$ cat config.mk
export PLATFORM = sky130hd
export DESIGN_NAME = aes_spi_master
export DESIGN_NICKNAME = d
export VERILOG_FILES = /design/src/rtl/aes_pkg.sv /design/src/rtl/aes_spi_clkgen.sv /design/src/rtl/aes_spi_master.sv
export SDC_FILE = /design/constraint.sdc
export NUM_CORES = 1
export LEC_CHECK = 0
export CAP_MARGIN = 30
export CELL_PAD_IN_SITES_DETAIL_PLACEMENT = 1
export CELL_PAD_IN_SITES_GLOBAL_PLACEMENT = 1
export CORE_UTILIZATION = 40
export CTS_BUF_LIST = sky130_fd_sc_hd__clkbuf_8
export DETAILED_ROUTE_END_ITERATION = 16
export PLACE_DENSITY = 0.9
export SETUP_SLACK_MARGIN = 0.05
export SLEW_MARGIN = 15
export SYNTH_ARGS = -nofsm -noshare
export SYNTH_HDL_FRONTEND = slang
export SYNTH_HIERARCHICAL = 1
export SYNTH_SLANG_ARGS = --single-unit
$ cat constraint.sdc
create_clock -name clk -period 25 [get_ports clk]
set_clock_uncertainty 0.15 [all_clocks]
set_input_delay 3.75 -clock clk [delete_from_list [all_inputs] [get_ports clk]]
set_output_delay 3.75 -clock clk [all_outputs]
set_load 0.05 [all_outputs]
$ cat src/rtl/aes_pkg.sv
// aes_pkg: shared types and constants for the AES SPI master
// Contents: state_t (transfer FSM states), BLOCK_W_DEF (default word width),
//           CNT_W (bit counter width).
package aes_pkg;
    localparam int BLOCK_W_DEF = 128;
    localparam int CNT_W = 7;
    typedef enum logic [2:0] {IDLE, DATA, GAP, KEY, FIN} state_t;
endpackage

$ cat src/rtl/aes_spi_clkgen.sv
// aes_spi_clkgen: serial clock divider with one-cycle rise/fall strobes
// Ports: clk, rst (async, active-high), en (run while a phase is active),
//        sclk (idle low, toggles every DIV clk cycles while en),
//        rise/fall (high in the clk cycle whose edge toggles sclk up/down).
module aes_spi_clkgen #(
    parameter int DIV = 2
) (
    input  logic clk,
    input  logic rst,
    input  logic en,
    output logic sclk,
    output logic rise,
    output logic fall
);
    logic [7:0] cnt;
    logic tick;
    // Strobes are combinational so the master acts on the same edge that moves sclk.
    assign tick = en && cnt == 8'(DIV - 1);
    assign rise = tick && !sclk;
    assign fall = tick && sclk;
    always_ff @(posedge clk or posedge rst) begin
        if (rst) begin
            cnt <= '0;
            sclk <= 1'b0;
        end else if (!en) begin
            cnt <= '0;
            sclk <= 1'b0;
        end else if (tick) begin
            cnt <= '0;
            sclk <= !sclk;
        end else begin
            cnt <= cnt + 1'b1;
        end
    end
endmodule

$ cat src/rtl/aes_spi_master.sv
// aes_spi_master: SPI master sending a data word (cs1) then a key word (cs2) to an AES slave
// Ports: clk, rst (async, active-high), start (load data_in/key_in when idle),
//        data_in/key_in (words to send), cs1/cs2 (active-low selects),
//        sclk/mosi (serial clock idle low, MSB-first data), misod/misok (return data),
//        data_back/key_back (words returned by the slave), busy, done (one-cycle pulse).
module aes_spi_master
    import aes_pkg::*;
#(
    parameter int DIV = 2,
    parameter int BLOCK_W = BLOCK_W_DEF
) (
    input  logic               clk,
    input  logic               rst,
    input  logic               start,
    input  logic [BLOCK_W-1:0] data_in,
    input  logic [BLOCK_W-1:0] key_in,
    output logic               cs1,
    output logic               cs2,
    output logic               sclk,
    output logic               mosi,
    input  logic               misod,
    input  logic               misok,
    output logic [BLOCK_W-1:0] data_back,
    output logic [BLOCK_W-1:0] key_back,
    output logic               busy,
    output logic               done
);
    state_t state;
    logic [BLOCK_W-1:0] tx, key_tx, rx_d, rx_k;
    logic [CNT_W-1:0] bit_cnt;
    logic [7:0] gap_cnt;
    logic en, rise, fall, last;

    assign en = state == DATA || state == KEY;
    // bit_cnt advances on each falling edge, so it equals the index of the bit in flight.
    assign last = bit_cnt == CNT_W'(BLOCK_W - 1);

    aes_spi_clkgen #(.DIV(DIV)) clkgen (
        .clk(clk),
        .rst(rst),
        .en(en),
        .sclk(sclk),
        .rise(rise),
        .fall(fall)
    );

    always_ff @(posedge clk or posedge rst) begin
        if (rst) begin
            state <= IDLE;
            cs1 <= 1'b1;
            cs2 <= 1'b1;
            mosi <= 1'b0;
            busy <= 1'b0;
            done <= 1'b0;
            data_back <= '0;
            key_back <= '0;
            tx <= '0;
            key_tx <= '0;
            rx_d <= '0;
            rx_k <= '0;
            bit_cnt <= '0;
            gap_cnt <= '0;
        end else begin
            done <= 1'b0;
            case (state)
                IDLE: if (start) begin
                    tx <= data_in;
                    key_tx <= key_in;
                    mosi <= data_in[BLOCK_W-1];
                    cs1 <= 1'b0;
                    busy <= 1'b1;
                    bit_cnt <= '0;
                    state <= DATA;
                end
                DATA, KEY: begin
                    if (rise && state == DATA) rx_d <= {rx_d[BLOCK_W-2:0], misod};
                    if (rise && state == KEY) rx_k <= {rx_k[BLOCK_W-2:0], misok};
                    if (fall && !last) begin
                        bit_cnt <= bit_cnt + 1'b1;
                        tx <= tx << 1;
                        mosi <= tx[BLOCK_W-2];
                    end
                    if (fall && last && state == DATA) begin
                        bit_cnt <= '0;
                        gap_cnt <= '0;
                        cs1 <= 1'b1;
                        state <= GAP;
                    end
                    if (fall && last && state == KEY) begin
                        bit_cnt <= '0;
                        cs2 <= 1'b1;
                        mosi <= 1'b0;
                        busy <= 1'b0;
                        done <= 1'b1;
                        data_back <= rx_d;
                        key_back <= rx_k;
                        state <= FIN;
                    end
                end
                GAP: if (gap_cnt == 8'(DIV - 1)) begin
                    tx <= key_tx;
                    mosi <= key_tx[BLOCK_W-1];
                    cs2 <= 1'b0;
                    state <= KEY;
                end else begin
                    gap_cnt <= gap_cnt + 1'b1;
                end
                FIN: state <= IDLE;
                default: state <= IDLE;
            endcase
        end
    end
endmodule

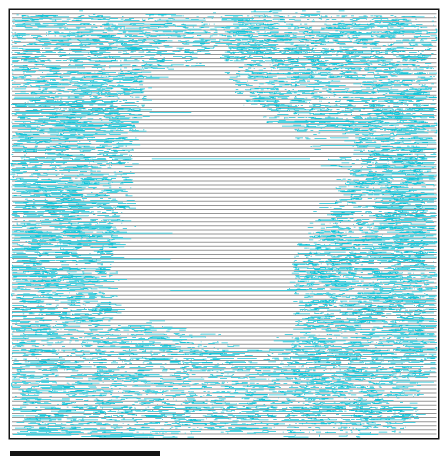
Figure 1: run 1, M1 wires.
Bar = 100 um. Supply wires on this layer in gray.
The layer carries 37.3 mm of wire. The wires run mostly horizontal. The layer holds 38% of the routed length. 3,055 nets have wire on it.
grt met1 use: 27.5%
DR vias: 21,817

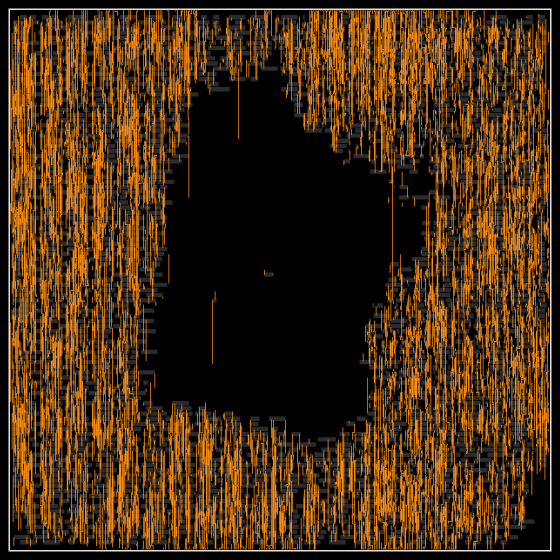
Figure 2: run 1, the metal 2 layer.
The layer holds 52% of the routed length. 3,064 nets have wire on it. The layer carries 49.9 mm of wire.
met2 global-route usage: 40.4%
routed wire length: 96,900 um

==> impl_metrics.env, run 1 <==
# physical design summary
export IMPL_ys_sh_mux_pct=22.5
export IMPL_taps=1050
export IMPL_route_detailed_drc=0
export IMPL_lay_top_cells="dfrtp_1 (797), nand2_1 (648), mux2_2 (591), clkdlybuf4s50_1 (522), clkbuf_8 (168)"
export IMPL_clock_sinks=799
export IMPL_critPathMaxStageDelay_ns=0.72
export IMPL_status="completed"
export IMPL_crit_path_end="key_back[2]"
export IMPL_grt_pass1_vias=24979
export IMPL_startpoint="rst"
export IMPL_layout_top_cell="dfrtp_1"
export IMPL_placed_area_um2=38300
export IMPL_place_worst_setup_slack_ns=15.57
export IMPL_vdd_ir_drop_max_mv=0.0505
export IMPL_reg2reg_slack_ns=18.97
export IMPL_hold_start="key_tx[70]"
export IMPL_cp_depth=10
export IMPL_met3_length_um=6330
export IMPL_simple_gate_share_pct=8.74
export IMPL_finish_net_count=3308
export IMPL_min_path_cells=2
export IMPL_power_leakage_nw=20.5
export IMPL_ctsHoldBuffers=0
export IMPL_p_comb_uw=106
export IMPL_grt_busiest_layer="met2"
export IMPL_comb_power_share_pct=4.0
export IMPL_gp_congestion=0.805
export IMPL_drt_pass1_iter_count=5
export IMPL_fin_area_um2=41300
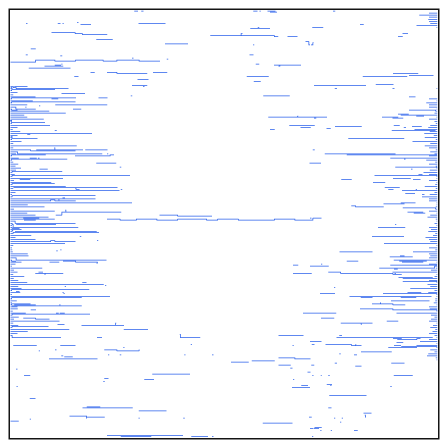
Figure 3: run 1, met3 routing.
The wires run mostly horizontal. The longest straight run is 80.7 um. The layer holds 6.5% of the routed length. The layer carries 6,330 um of wire.

Figure 4. The metal 4 layer (run 1).
Supply wires on this layer in gray.
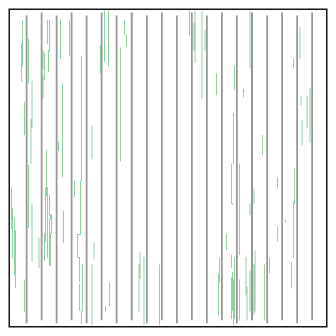

--- run 2 (diff from run 1) ---
==> constraint.sdc (replaced) <==
create_clock -name clk -period 6.5 [get_ports clk]
set_clock_uncertainty 0.15 [all_clocks]
set_input_delay 0.975 -clock clk [delete_from_list [all_inputs] [get_ports clk]]
set_output_delay 0.975 -clock clk [all_outputs]
set_load 0.05 [all_outputs]
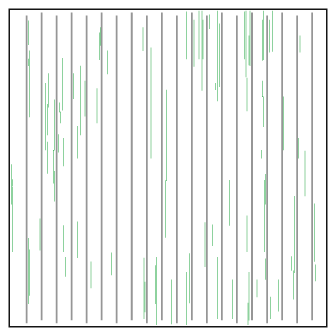
Figure 5: run 2, the metal 4 layer.
Supply wires on this layer in gray.
64 nets have wire on it. The layer carries 3,160 um of wire. The layer holds 3.3% of the routed length. The longest straight run is 100 um.
routed wire length: 95,100 um
DR vias: 21,910

==> run 2 against run 1 <==
  * Count of clock-buffer cells in the layout did not move
  * Synthesized cell count unchanged
  * Register-to-register slack worse by 17 ns
  * Combinational power rose to 3.8 times the previous value
  * Via count up 0.43%
  * Worst setup slack worse by 16 ns
==> impl_metrics.env, run 2 <==
# physical design summary
export IMPL_status="completed"
export IMPL_ctsHoldBuffers=0
export IMPL_drive_above_1_share_pct=26.7
export IMPL_min_path_cells=2
export IMPL_clock_sinks=799
export IMPL_grt_pass1_vias=24751
export IMPL_startpoint="state[0]"
export IMPL_placed_area_um2=38400
export IMPL_power_leakage_nw=20.5
export IMPL_finish_net_count=3318
export IMPL_reg2reg_slack_ns=1.80
export IMPL_ys_chip_area_um2=32100
export IMPL_setup_viol=0
export IMPL_met3_length_um=6140
export IMPL_layout_top_cell="dfrtp_1"
export IMPL_comb_power_share_pct=4.0
export IMPL_post_cts_setup_buffer_count=0
export IMPL_simple_gate_share_pct=8.74
export IMPL_hold_start="key_tx[104]"
export IMPL_route_detailed_drc=0
export IMPL_crit_path_end="tx[98]"
export IMPL_cp_depth=9
export IMPL_grtUsageMet2_pct=40.2
export IMPL_rsz0062_at_grt="false"
export IMPL_lay_top_cells="dfrtp_1 (797), nand2_1 (648), mux2_2 (591), clkdlybuf4s50_1 (522), clkbuf_8 (168)"
export IMPL_reg2regPathDepth=9
export IMPL_maxSlewHeadroom_pct=28.7
export IMPL_finalWorstSetupSlack_ns=1.80
export IMPL_place_worst_setup_slack_ns=1.48
export IMPL_core_area_um2=79300
export IMPL_p_comb_uw=407
export IMPL_gp_congestion=0.809
export IMPL_hold_class="reg2reg"
export IMPL_ys_sh_mux_pct=22.5
export IMPL_grt_busiest_layer="met2"
export IMPL_use_met1_pct=27.9
export IMPL_ctsResizeCount=0
export IMPL_fin_area_um2=41300
export IMPL_taps=1050
export IMPL_adder_share_pct=0.195
export IMPL_vdd_ir_drop_max_mv=0.182
export IMPL_maxSlewViolCount=0
export IMPL_cpMaxStageDelayCell="a211oi_4"
export IMPL_critPathMaxStageDelay_ns=0.79
export IMPL_drt_pass1_iter_count=5
export IMPL_grt_max_degree=174
Power figures rest on the tool's default switching activity, not on a simulated workload.
